==> config.mk <==
export PLATFORM = sky130hd
export DESIGN_NAME = fluid_vending_unit
export DESIGN_NICKNAME = d
export VERILOG_FILES = /design/src/rtl/fluid_vending_unit.sv
export SDC_FILE = /design/constraint.sdc
export NUM_CORES = 1
export LEC_CHECK = 0
export CAP_MARGIN = 10
export CELL_PAD_IN_SITES_DETAIL_PLACEMENT = 0
export CELL_PAD_IN_SITES_GLOBAL_PLACEMENT = 1
export CORE_ASPECT_RATIO = 1.25
export CORE_UTILIZATION = 45
export CTS_BUF_LIST = sky130_fd_sc_hd__clkbuf_4 sky130_fd_sc_hd__clkbuf_8
export CTS_CLUSTER_SIZE = 28
export DETAILED_ROUTE_END_ITERATION = 7
export HOLD_SLACK_MARGIN = 0.08
export PLACE_DENSITY = 0.74
export SLEW_MARGIN = 15
export SYNTH_ARGS = -nofsm -noshare
export SYNTH_HDL_FRONTEND = slang
export SYNTH_SLANG_ARGS = --single-unit
==> constraint.sdc <==
create_clock -name clk_i -period 39.2 [get_ports clk_i]
set_clock_uncertainty 0.15 [all_clocks]
set_input_delay 7.84 -clock clk_i [delete_from_list [all_inputs] [get_ports clk_i]]
set_output_delay 7.84 -clock clk_i [all_outputs]
set_load 0.05 [all_outputs]
==> src/rtl/fluid_vending_unit.sv <==
// One purchase transaction per clock: visit counting, loyalty-discounted pricing and stock deduction for three fluids.
// Outputs are registered, one cycle of latency; no backpressure, a new transaction is accepted on every edge.
module fluid_vending_unit #(
    parameter int unsigned RATE_WATER  = 10,
    parameter int unsigned RATE_JUICE  = 30,
    parameter int unsigned RATE_CHEM   = 50,
    parameter int unsigned STOCK_WATER = 100,
    parameter int unsigned STOCK_JUICE = 50,
    parameter int unsigned STOCK_CHEM  = 60
) (
    input  logic        clk_i,
    input  logic        reset_i,
    input  logic [3:0]  user_id_i,
    input  logic [1:0]  fluid_type_i,
    input  logic [7:0]  volume_l_i,
    output logic [7:0]  visits_o,
    output logic [15:0] original_price_o,
    output logic [7:0]  discount_percent_o,
    output logic [15:0] final_price_o,
    output logic [15:0] remaining_qty_o,
    output logic [7:0]  message_o
);

    localparam logic [1:0] FT_WATER = 2'b00;
    localparam logic [1:0] FT_JUICE = 2'b01;
    localparam logic [1:0] FT_CHEM  = 2'b10;

    localparam logic [7:0] MSG_OK      = 8'd0;
    localparam logic [7:0] MSG_RESTOCK = 8'd1;
    localparam logic [7:0] MSG_INVALID = 8'd2;

    logic [7:0]  count_q [16];
    logic [15:0] water_q, juice_q, chem_q;

    logic [7:0]  visits_q, discount_q, message_q;
    logic [15:0] orig_q, final_q, remain_q;

    logic [7:0]  visits_d, discount_d, message_d, disc_n;
    logic [15:0] orig_d, final_d, remain_d;
    logic [15:0] rate, stock_sel, stock_new, vol16, disc_amt;
    logic [23:0] prod;
    logic        fluid_ok, stock_ok;

    always_comb begin
        visits_d   = (count_q[user_id_i] == 8'hFF) ? 8'hFF : count_q[user_id_i] + 8'd1;
        discount_d = 8'd0;
        message_d  = MSG_OK;
        orig_d     = 16'd0;
        final_d    = 16'd0;
        remain_d   = 16'd0;
        rate       = 16'd0;
        stock_sel  = 16'd0;
        fluid_ok   = 1'b1;

        case (visits_d)
            8'd1:    disc_n = 8'd0;
            8'd2:    disc_n = 8'd5;
            8'd3:    disc_n = 8'd10;
            8'd4:    disc_n = 8'd15;
            default: disc_n = 8'd20;
        endcase

        case (fluid_type_i)
            FT_WATER: begin rate = 16'(RATE_WATER); stock_sel = water_q; end
            FT_JUICE: begin rate = 16'(RATE_JUICE); stock_sel = juice_q; end
            FT_CHEM:  begin rate = 16'(RATE_CHEM);  stock_sel = chem_q;  end
            default:  fluid_ok = 1'b0;
        endcase

        vol16     = {8'd0, volume_l_i};
        stock_ok  = fluid_ok && (vol16 <= stock_sel);
        stock_new = stock_sel - vol16;
        // Worst case 12750 * 20 needs 18 bits; truncating divide matches billing rules.
        prod      = {8'd0, vol16 * rate} * {16'd0, disc_n};
        disc_amt  = 16'(prod / 24'd100);

        if (!fluid_ok) begin
            message_d = MSG_INVALID;
        end else if (stock_ok) begin
            discount_d = disc_n;
            orig_d     = vol16 * rate;
            final_d    = orig_d - disc_amt;
            remain_d   = stock_new;
        end else begin
            message_d = MSG_RESTOCK;
            remain_d  = stock_sel;
        end
    end

    always_ff @(posedge clk_i) begin
        if (reset_i) begin
            for (int i = 0; i < 16; i++) count_q[i] <= 8'd0;
            water_q    <= 16'(STOCK_WATER);
            juice_q    <= 16'(STOCK_JUICE);
            chem_q     <= 16'(STOCK_CHEM);
            visits_q   <= 8'd0;
            discount_q <= 8'd0;
            message_q  <= 8'd0;
            orig_q     <= 16'd0;
            final_q    <= 16'd0;
            remain_q   <= 16'd0;
        end else begin
            count_q[user_id_i] <= visits_d;
            if (stock_ok) begin
                case (fluid_type_i)
                    FT_WATER: water_q <= stock_new;
                    FT_JUICE: juice_q <= stock_new;
                    default:  chem_q  <= stock_new;
                endcase
            end
            visits_q   <= visits_d;
            discount_q <= discount_d;
            message_q  <= message_d;
            orig_q     <= orig_d;
            final_q    <= final_d;
            remain_q   <= remain_d;
        end
    end

    assign visits_o           = visits_q;
    assign original_price_o   = orig_q;
    assign discount_percent_o = discount_q;
    assign final_price_o      = final_q;
    assign remaining_qty_o    = remain_q;
    assign message_o          = message_q;

endmodule

==> impl_metrics.py, run 1 <==
# Synthesis and PnR figures
metrics = {
    "cts": {
        "post_cts_buffers": 0,
        "numCtsBuffers": 39,
    },
    "detailed_routing": {
        "drt_first_pass_iters": 5,
        "wl_met1_um": 18700,
        "viasPerCell": 5.75,
    },
    "floorplanning": {
        "die-area_um2": 39500,
        "tap_cells": 492,
        "pin_count": 88,
        "fp_util_pct": 45.7,
        "die_x_um": 178,
    },
    "layout": {
        "seq_area_um2": 6010,
        "comb_area_um2": 10400,
        "clkbuf_count": 54,
        "fin_util_pct": 50.6,
    },
    "synthesis": {
        "edf_count": 128,
        "synth-adder-area-share_pct": 12.8,
        "syn_area_um2": 17400,
    },
    "run_status": {
        "outcome": "complete, no violations",
    },
    "setup_path": {
        "crit_path_end_kind": "flip-flop",
        "setup.worst_path.class": "input port to flip-flop",
        "start_kind": "input port",
        "reg2regPathDepth": 66,
    },
    "timing": {
        "finalMaxSlewViolations": 0,
    },
    "grt": {
        "met2_usage_pct": 41.4,
        "antenna_found_initial": 0,
        "gr-usage-all-layers_pct": 22.8,
    },
    "min_path": {
        "holdPathEnd": "water_q[4]",
    },
    "place": {
        "dp_hpwl_um": 33100,
    },
}
run 1: Yosys cell counts, types with 8 or more instances:
cell	instances
o21ai_1	9
a211oi_1	44
o21a_1	10
nand3_1	34
nand2_1	114
o211ai_1	25
edfxtp_1	128
nor2b_1	15
mux4_2	40
dfxtp_1	108
or2_2	11
nor3_1	31
ha_1	85
a21oi_1	74
nand2b_1	34
o21bai_1	11
xor2_1	23
a31oi_1	17
a222oi_1	17
buf_2	13
a21o_1	38
o21ai_0	38
buf_4	13
nor2_1	347
clkbuf_1	78
or3_1	8
and2_1	31
a211o_1	20
xnor2_1	50
inv_1	147
fa_1	57
mux2i_1	13
run 1: through the flow:
stage / area, µm² / cells / setup WS, ns / hold slack, ns
6_report: 19300 / 2425 / 11.66 / 0.304
5_1_grt: 19300 / 2425 / 10.22 / 0.323
4_1_cts: 19300 / 2425 / 11.58 / 0.306
3_5_place_dp: 18400 / 2353 / 11.02 / 0.298
3_3_place_gp: 18400 / 2353 / 11.54 / 0.291
2_1_floorplan: 17500 / 1884 / 14.04 / 0.284
run 1: worst max-delay path by stage:
| stage | endpoint | depth (start not counted) | slack, ns |
|---|---|---|---|
| after global placement | final_price_o[14] | 76 | 11.54 |
| final | final_price_o[14] | 75 | 11.66 |
| after global routing | final_price_o[14] | 78 | 10.22 |
| after floorplan | final_price_o[14] | 77 | 14.04 |
| after detailed placement | final_price_o[14] | 76 | 11.02 |
| after CTS | final_price_o[14] | 76 | 11.58 |
run 1: worst max-delay path, delay by kind of cell:
kind                     cells  cell delay [ns]
AND-OR/OR-AND               33             9.35
XOR/XNOR                     2             0.43
adder cells (fa/ha/maj)     10             4.12
buffers and inverters        7             1.07
multiplexers                 2             0.74
AND/OR/NAND/NOR             21             4.19
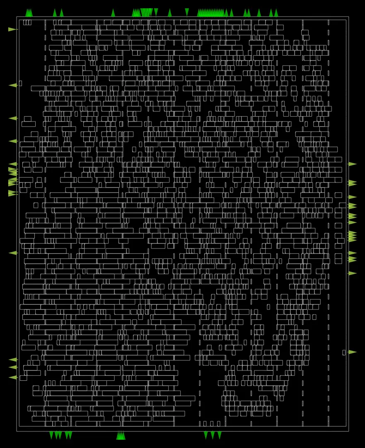
run_1/final_placement.png
Core Region: 38100 µm²
Seq/total area: 31.1%

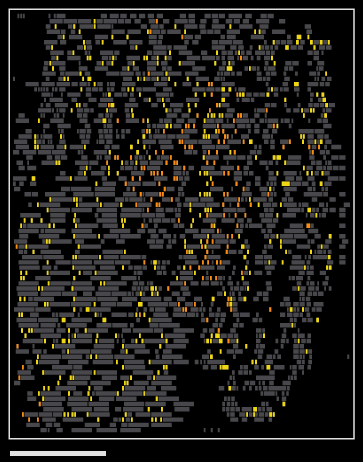
run_1/gate_families.png
Bar = 50 µm.
inverters: drawn in orange, cells 150, most used inv_1. NOR gates: drawn in yellow, cells 406, most used nor2_1, where spread over the die.
multi-input combinational area share: 54.0%
Final Non-Filler Cells: 2425
most frequent logic cell in the layout: nor2_1

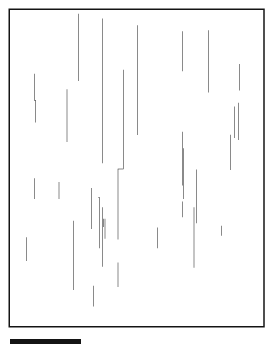
run_1/met4.png
Bar = 50 µm.
The longest straight run is 101 µm. The layer carries 1010 µm of wire.
vias: 13.9k
routed wire length: 44600 µm

==> run 1 -> run 2 <==
--- a/config.mk
+++ b/config.mk
@@ -14,7 +14,7 @@
 export CTS_CLUSTER_SIZE = 28
 export DETAILED_ROUTE_END_ITERATION = 7
 export HOLD_SLACK_MARGIN = 0.08
-export PLACE_DENSITY = 0.74
+export PLACE_DENSITY = 0.77
 export SLEW_MARGIN = 15
 export SYNTH_ARGS = -nofsm -noshare
 export SYNTH_HDL_FRONTEND = slang
==> constraint.sdc (replaced) <==
create_clock -name clk_i -period 24.3 [get_ports clk_i]
set_clock_uncertainty 0.15 [all_clocks]
set_input_delay 4.86 -clock clk_i [delete_from_list [all_inputs] [get_ports clk_i]]
set_output_delay 4.86 -clock clk_i [all_outputs]
set_load 0.05 [all_outputs]
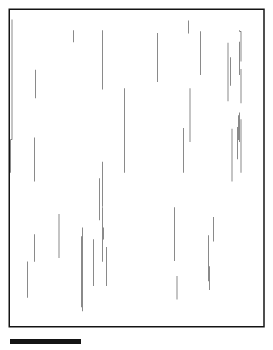
run_2/met4.png
Bar = 50 µm.
27 nets have wire on it. The wires run mostly vertical. The longest straight run is 84.1 µm.

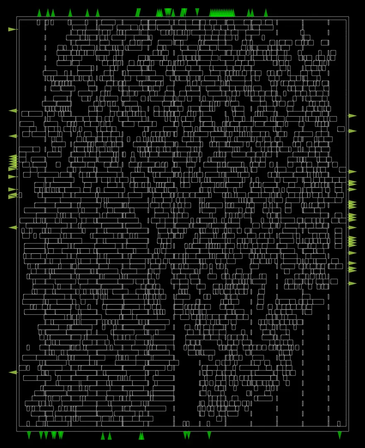
run_2/final_placement.png
Final Non-Filler Cells: 2444
Seq/total area: 30.7%

==> run 2 against run 1 <==
Net effect: highest routed layer unchanged; sequential share of layout area fell by 0.42 points; setup slack worse by 11 ns; synthesized area did not move.
==> impl_metrics.py, run 2 <==
# Synthesis and PnR figures
metrics = {
    "run_status": {
        "outcome": "complete, no violations",
    },
    "layout": {
        "final_cell_area_um2": 19600,
        "fin_util_pct": 51.3,
        "lay_top_count": "nor2_1",
    },
    "floorplanning": {
        "die-area_um2": 39500,
        "fp_util_pct": 45.7,
        "pin_count": 88,
        "die_x_um": 178,
        "core_area_um2": 38100,
    },
    "detailed_routing": {
        "viasPerCell": 5.74,
        "routed_wl_um": 44700,
        "ant_nets": 0,
        "drt_first_pass_iters": 5,
    },
    "cts": {
        "post_cts_buffers": 0,
        "h-tree-depth": 2,
        "numCtsBuffers": 38,
        "cts_buffer_depth": 3,
    },
    "setup_path": {
        "crit_path_end_kind": "flip-flop",
        "start_kind": "input port",
        "crit_required_ns": 24.58,
        "setup.worst_path.class": "input port to flip-flop",
    },
    "timing": {
        "setup_ws_ns": 1.10,
        "finalMaxSlewViolations": 0,
        "hold_ws_ns": 0.306,
    },
    "place": {
        "dp_slack_ns": 0.304,
        "post_dp_cell_area_um2": 18600,
    },
    "synthesis": {
        "edf_count": 128,
        "syn_area_um2": 17400,
        "synth.most_common_cell": "nor2_1",
    },
    "grt": {
        "antenna_found_initial": 1,
    },
}
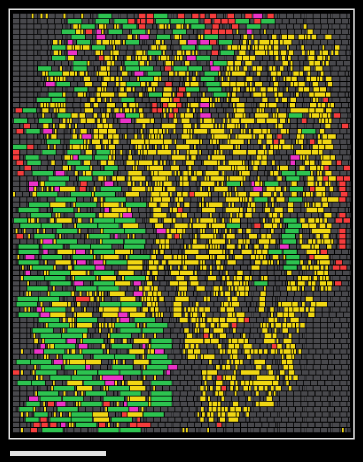
run_2/cell_classes.png
Bar = 50 µm. Fill, decap, tap and diode cells in grey.
all other logic: drawn in yellow, cells 1539, share of their area 59%. clock drivers and dummy loads: drawn in magenta, cells 67, share of their area 4.2%. flip-flops: drawn in green, cells 236, share of their area 32%. other buffers and delay cells: drawn in red, cells 109, share of their area 5.4%.

run 2: area by class of cell:
class / count / area [µm²]
multi-input combinational: 1389 / 10600
inverter: 150 / 566
clock buffer: 56 / 689
sequential: 236 / 6010
antenna: 1 / 2.50
fill: 3530 / 18600
tap: 492 / 616
clock inverter: 11 / 113
timing repair buffer: 109 / 1020
run 2: final timing paths:
kind / startpoint / end / depth (start not counted) / slack, ns
max: fluid_type_i[0] / final_price_o[14] / 76 / 1.10
min: juice_q[7] / juice_q[7] / 2 / 0.31
max reg2reg: count_q[15][0] / final_price_o[14] / 69 / 5.88
min reg2reg: juice_q[7] / juice_q[7] / 2 / 0.31
run 2: kinds of logic (layout without fill, tap and decap cells):
group           count (synthesis)  count (layout)  synth area share, %
buf+inv                       260             326                 6.04
mux                            62              62                 6.60
compound gates                422             423                 18.8
xor+xnor                       75              75                 3.85
other cells                     1              12               0.0215
fa+ha+maj                     144             144                 12.8
simple gates                  674             674                 17.5
flops                         236             236                 34.4
run 2: per-layer routing:
| metal | track usage, % | wire (µm) |
|---|---|---|
| met1 | 29.0 | 18800 |
| met2 | 40.3 | 23000 |
| met3 | 2.71 | 1820 |
| met4 | 6.92 | 1140 |
| met5 | 0 | 0 |
run 2: critical path: cells and delay by family:
family	cells	cell delay (ns)
fa+ha+maj	10	4.42
xor+xnor	2	0.44
buf+inv	10	1.64
compound gates	32	7.02
mux	3	1.10
simple gates	19	3.91
